Cells colored by class:
The bar under the picture is 20 um long.
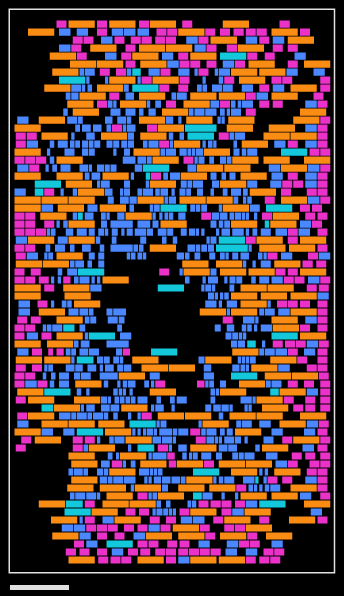
Clock network drawn from the DEF:
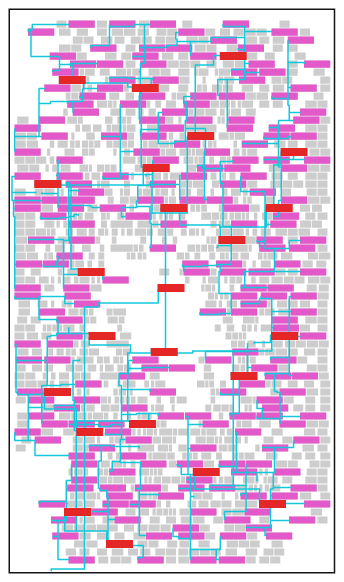
Track usage over the die:
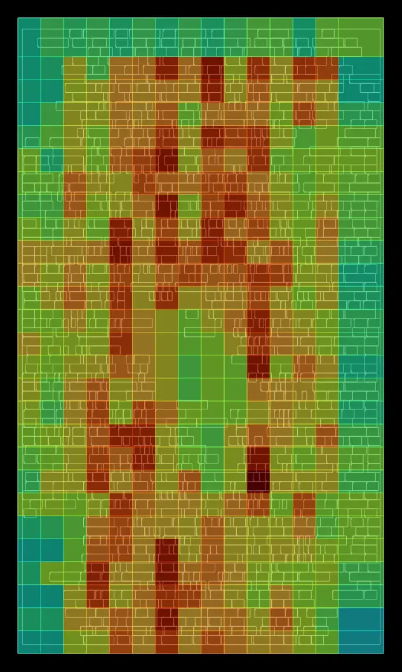
**config.mk**
```make
export PLATFORM = sky130hd
export DESIGN_NAME = fetch_unit_flat
export DESIGN_NICKNAME = d
export VERILOG_FILES = /design/src/rtl/fetch_if.sv /design/src/rtl/fetch_unit.sv /design/src/flat_wrapper.sv
export SDC_FILE = /design/constraint.sdc
export NUM_CORES = 1
export LEC_CHECK = 0
export CORE_ASPECT_RATIO = 1.75
export CORE_UTILIZATION = 50
export CTS_BUF_LIST = sky130_fd_sc_hd__clkbuf_16
export CTS_CLUSTER_DIAMETER = 40
export CTS_CLUSTER_SIZE = 40
export DETAILED_ROUTE_END_ITERATION = 6
export PLACE_DENSITY = 0.83
export SLEW_MARGIN = 10
export SYNTH_ARGS = -nofsm -noshare
export SYNTH_HDL_FRONTEND = slang
export SYNTH_SLANG_ARGS = --single-unit
```
**constraint.sdc**
```tcl
create_clock -name clk -period 17.1 [get_ports clk]
set_input_delay 3.42 -clock clk [delete_from_list [all_inputs] [get_ports clk]]
set_output_delay 3.42 -clock clk [all_outputs]
set_load 0.005 [all_outputs]
```
**src/rtl/fetch_if.sv**
```systemverilog
// Handshake bundle between the fetch unit, instruction memory, decode and branch resolution.
// The master modport is the fetch unit's view of the bundle.
interface fetch_if;
    logic        imem_req;
    logic [63:0] imem_addr;
    logic        imem_ack;
    logic [31:0] imem_rdata;
    logic [31:0] instr_out;
    logic [10:0] opcode;
    logic [63:0] pc_out;
    logic        instr_valid;
    logic        instr_ready;
    logic        br_taken;
    logic [63:0] br_target;

    modport master (
        output imem_req, imem_addr, instr_out, opcode, pc_out, instr_valid,
        input  imem_ack, imem_rdata, instr_ready, br_taken, br_target
    );

    modport slave (
        input  imem_req, imem_addr, instr_out, opcode, pc_out, instr_valid,
        output imem_ack, imem_rdata, instr_ready, br_taken, br_target
    );
endinterface

```
**src/rtl/fetch_unit.sv**
```systemverilog
// Single-outstanding instruction fetch: issues one memory request, holds the returned word
// until decode accepts it, and redirects on a taken branch.
module fetch_unit #(
    parameter logic [63:0] RESET_PC = 64'h0
) (
    input logic     clk,
    input logic     rst,
    fetch_if.master bus
);
    typedef enum logic [1:0] {StStart, StWait, StHold} state_e;

    state_e      state_q, state_d;
    logic [63:0] pc_q, pc_d;
    logic [63:0] addr_q, addr_d;
    logic [63:0] pc_out_q, pc_out_d;
    logic [31:0] instr_q, instr_d;
    logic        req_q, req_d;
    logic        valid_q, valid_d;
    logic [63:0] br_pc;

    // Redirect targets are word-aligned.
    assign br_pc = {bus.br_target[63:2], 2'b00};

    always_comb begin
        state_d  = state_q;
        pc_d     = pc_q;
        addr_d   = addr_q;
        pc_out_d = pc_out_q;
        instr_d  = instr_q;
        req_d    = req_q;
        valid_d  = valid_q;
        if (bus.br_taken) begin
            // A branch wins over any ack or accept in the same cycle.
            pc_d    = br_pc;
            addr_d  = br_pc;
            req_d   = 1'b1;
            valid_d = 1'b0;
            state_d = StWait;
        end else begin
            unique case (state_q)
                StStart: begin
                    req_d   = 1'b1;
                    addr_d  = pc_q;
                    state_d = StWait;
                end
                StWait: begin
                    if (bus.imem_ack) begin
                        instr_d  = bus.imem_rdata;
                        pc_out_d = addr_q;
                        valid_d  = 1'b1;
                        req_d    = 1'b0;
                        pc_d     = pc_q + 64'd4;
                        state_d  = StHold;
                    end
                end
                StHold: begin
                    if (bus.instr_ready) begin
                        valid_d = 1'b0;
                        req_d   = 1'b1;
                        addr_d  = pc_q;
                        state_d = StWait;
                    end
                end
                default: state_d = StStart;
            endcase
        end
    end

    always_ff @(posedge clk or posedge rst) begin
        if (rst) begin
            state_q  <= StStart;
            pc_q     <= RESET_PC;
            addr_q   <= RESET_PC;
            pc_out_q <= 64'h0;
            instr_q  <= 32'h0;
            req_q    <= 1'b0;
            valid_q  <= 1'b0;
        end else begin
            state_q  <= state_d;
            pc_q     <= pc_d;
            addr_q   <= addr_d;
            pc_out_q <= pc_out_d;
            instr_q  <= instr_d;
            req_q    <= req_d;
            valid_q  <= valid_d;
        end
    end

    assign bus.imem_req    = req_q;
    assign bus.imem_addr   = addr_q;
    assign bus.instr_out   = instr_q;
    assign bus.opcode      = instr_q[31:21];
    assign bus.pc_out      = pc_out_q;
    assign bus.instr_valid = valid_q;
endmodule

```
**src/flat_wrapper.sv**
```systemverilog
// flat-port wrapper written by rule: the top's interface ports become plain ports
module fetch_unit_flat 
#(
    parameter logic [63:0] RESET_PC = 64'h0
)
  (clk, rst, bus_imem_req, bus_imem_addr, bus_instr_out, bus_opcode, bus_pc_out, bus_instr_valid, bus_imem_ack, bus_imem_rdata, bus_instr_ready, bus_br_taken, bus_br_target);
  fetch_if bus_i ();
  input logic clk;
  input logic rst;
  output wire logic [$bits(bus_i.imem_req)-1:0] bus_imem_req;
  output wire logic [$bits(bus_i.imem_addr)-1:0] bus_imem_addr;
  output wire logic [$bits(bus_i.instr_out)-1:0] bus_instr_out;
  output wire logic [$bits(bus_i.opcode)-1:0] bus_opcode;
  output wire logic [$bits(bus_i.pc_out)-1:0] bus_pc_out;
  output wire logic [$bits(bus_i.instr_valid)-1:0] bus_instr_valid;
  input wire logic [$bits(bus_i.imem_ack)-1:0] bus_imem_ack;
  input wire logic [$bits(bus_i.imem_rdata)-1:0] bus_imem_rdata;
  input wire logic [$bits(bus_i.instr_ready)-1:0] bus_instr_ready;
  input wire logic [$bits(bus_i.br_taken)-1:0] bus_br_taken;
  input wire logic [$bits(bus_i.br_target)-1:0] bus_br_target;
  assign bus_imem_req = bus_i.imem_req;
  assign bus_imem_addr = bus_i.imem_addr;
  assign bus_instr_out = bus_i.instr_out;
  assign bus_opcode = bus_i.opcode;
  assign bus_pc_out = bus_i.pc_out;
  assign bus_instr_valid = bus_i.instr_valid;
  assign bus_i.imem_ack = bus_imem_ack;
  assign bus_i.imem_rdata = bus_imem_rdata;
  assign bus_i.instr_ready = bus_instr_ready;
  assign bus_i.br_taken = bus_br_taken;
  assign bus_i.br_target = bus_br_target;
  fetch_unit #(.RESET_PC(RESET_PC)) u_core (.clk(clk), .rst(rst), .bus(bus_i));
endmodule
```
==> notes.md <==
impl run done, here's what came out: placed cell area 13000 um2, DR top layer met4, yosys cell count 907, Placed Cells incl. Taps 1372, outcome complete, no violations, P_leak around 0.0055 uW, worst reg-to-reg path cell count 4, Cell Area, Synth 10200 um2, Area Overhead vs Synth 35.1%, Worst EP arrival 6.49 ns, metal2 WL 14.0 mm, floorplan row count 68, Slowest-stage cell, CP buf_4, initial antenna violation count 2, unrepaired setup endpoints after global routing no, Flops after synth 224, total power draw 1570 uW, Root Buffer clkbuf_16, Reg clk slew, reported paths approximately 0.060 ns, Post-synth seq share 54.9%, H-tree Lvls 1, worst vdd ir 0.0904 mV
-- 'cells colored by class' (at the start) --
| class | color | cells |
|---|---|---|
| remaining buffers and delay cells | magenta | 277 |
| registers | orange | 224 |
| clock drivers and dummy loads | cyan | 39 |
| remaining logic cells | blue | 626 |
post-route cell area: 13800 um2
fraction of area in registers: 40.6%

-- 'clock network drawn from the DEF' (at the start) --
[clock wires] cyan | length: 2860 um
[flip-flops] magenta | count: 224
[clock-net drivers] red | count: 23
routed clock nets: 24
Clk. pwr: 515 uW
clock network power share: 32.7%
Clock Latency Late Sink: 0.51 ns
clock skew: 0.0187 ns

-- 'track usage over the die' (at the start) --
met3 GRT Util: 3.20%
WL per Instance: 18.7 um

==> layout by cell type (no fill, tap or decap), types with 5 or more instances in the layout <==
cell type,count
mux2_2,102
nor3_1,17
nand4_1,26
and3_1,9
clkbuf_16,23
and2_1,7
o21ai_0,24
xor2_1,15
clkdlybuf4s50_1,270
a21oi_1,78
a211oi_1,11
o211ai_1,6
nor4_1,10
dfrtp_1,224
or3_1,12
xnor2_1,6
mux2i_1,59
a31oi_1,7
buf_4,6
nand2_1,41
nor2_1,94
or4_1,5
nand3_1,28
inv_1,14
==> cell type report <==
type,instances,area [um2],area share [%]
flip-flops and latches,224,5610,40.6
multi-input cells,611,4300,31.1
repair buffers,277,2750,19.9
clock buffers,23,576,4.17
well taps,245,307,2.22
clock inverters,16,194,1.41
inverters,15,66.3,0.481
diodes,1,2.50,0.0181
==> Yosys cell counts, drive strengths merged, types with 4 or more instances <==
cell and n:
dfrtp 224, o21ai 24, and2 7, inv 15
and3 9, xor2 15, nor2b 5, nor4 15
nand4 27, or3 12, clkbuf 29, nand3 30
o21a 4, mux2i 59, mux2 102, nand2 41
nor2 95, or4 6, o211ai 6, nor3 18
xnor2 6, buf 28, a21oi 78, a211oi 11
a31oi 7
==> worst max path at each step <==
stage | start | to | slack, ns | cells past startpoint
global placement | bus_imem_ack | u_core.bus.pc_out[8]$_DFFE_PP0P_ | 10.53 | 5
detailed placement | bus_imem_ack | u_core.bus.instr_out[13]$_DFFE_PP0P_ | 10.49 | 5
finish | bus_imem_ack | u_core.bus.pc_out[11]$_DFFE_PP0P_ | 10.99 | 5
global route | bus_imem_ack | u_core.bus.pc_out[1]$_DFFE_PP0P_ | 10.83 | 5
floorplan | rst | u_core.bus.imem_addr[10]$_DFFE_PP0P_ | 7.55 | 1
CTS | bus_imem_ack | u_core.bus.pc_out[11]$_DFFE_PP0P_ | 10.98 | 5
==> per-stage QoR <==
step                hold WS (ns)  utilization (%)
finish                     0.505             69.3
global placement           0.487             65.4
detailed placement         0.494             65.4
floorplan                  0.467                -
global route               0.513             69.3
CTS                        0.509             69.3
==> power by group <==
group          internal, uW  total, uW  switching (uW)  leakage, uW
Clock                   286        515             229     0.000383
Combinational           241        369             128      0.00250
Sequential              621        690            69.2      0.00257
Total                  1150       1570             426      0.00546
==> state kept, by name, indices dropped and copies added, names as in the netlist <==
name	count
u_core.bus.instr_out	32
u_core.state_q	2
u_core.bus.instr_valid	1
u_core.bus.imem_req	1
u_core.bus.imem_addr	63
u_core.bus.pc_out	63
u_core.pc_q	62
==> logic make-up (layout without fill, tap and decap cells) <==
group / count (synthesis) / in the layout / share of synthesized area, %
buffers and inverters: 72 / 331 / 3.23
DFF: 224 / 224 / 54.9
and+or+nand+nor: 282 / 282 / 14.6
other: 0 / 1 / 0
adders and majority gates: 1 / 1 / 0.122
xor gates and xnor gates: 21 / 21 / 1.80
AOI/OAI and AO/OA: 146 / 146 / 8.33
muxes: 161 / 161 / 17.0
==> worst max-delay path, delay by kind of cell <==
kind	cells	cell delay [ns]
simple gates	2	1.17
buf+inv	2	1.40
mux	1	0.43
Power figures rest on the tool's default switching activity, not on a simulated workload.
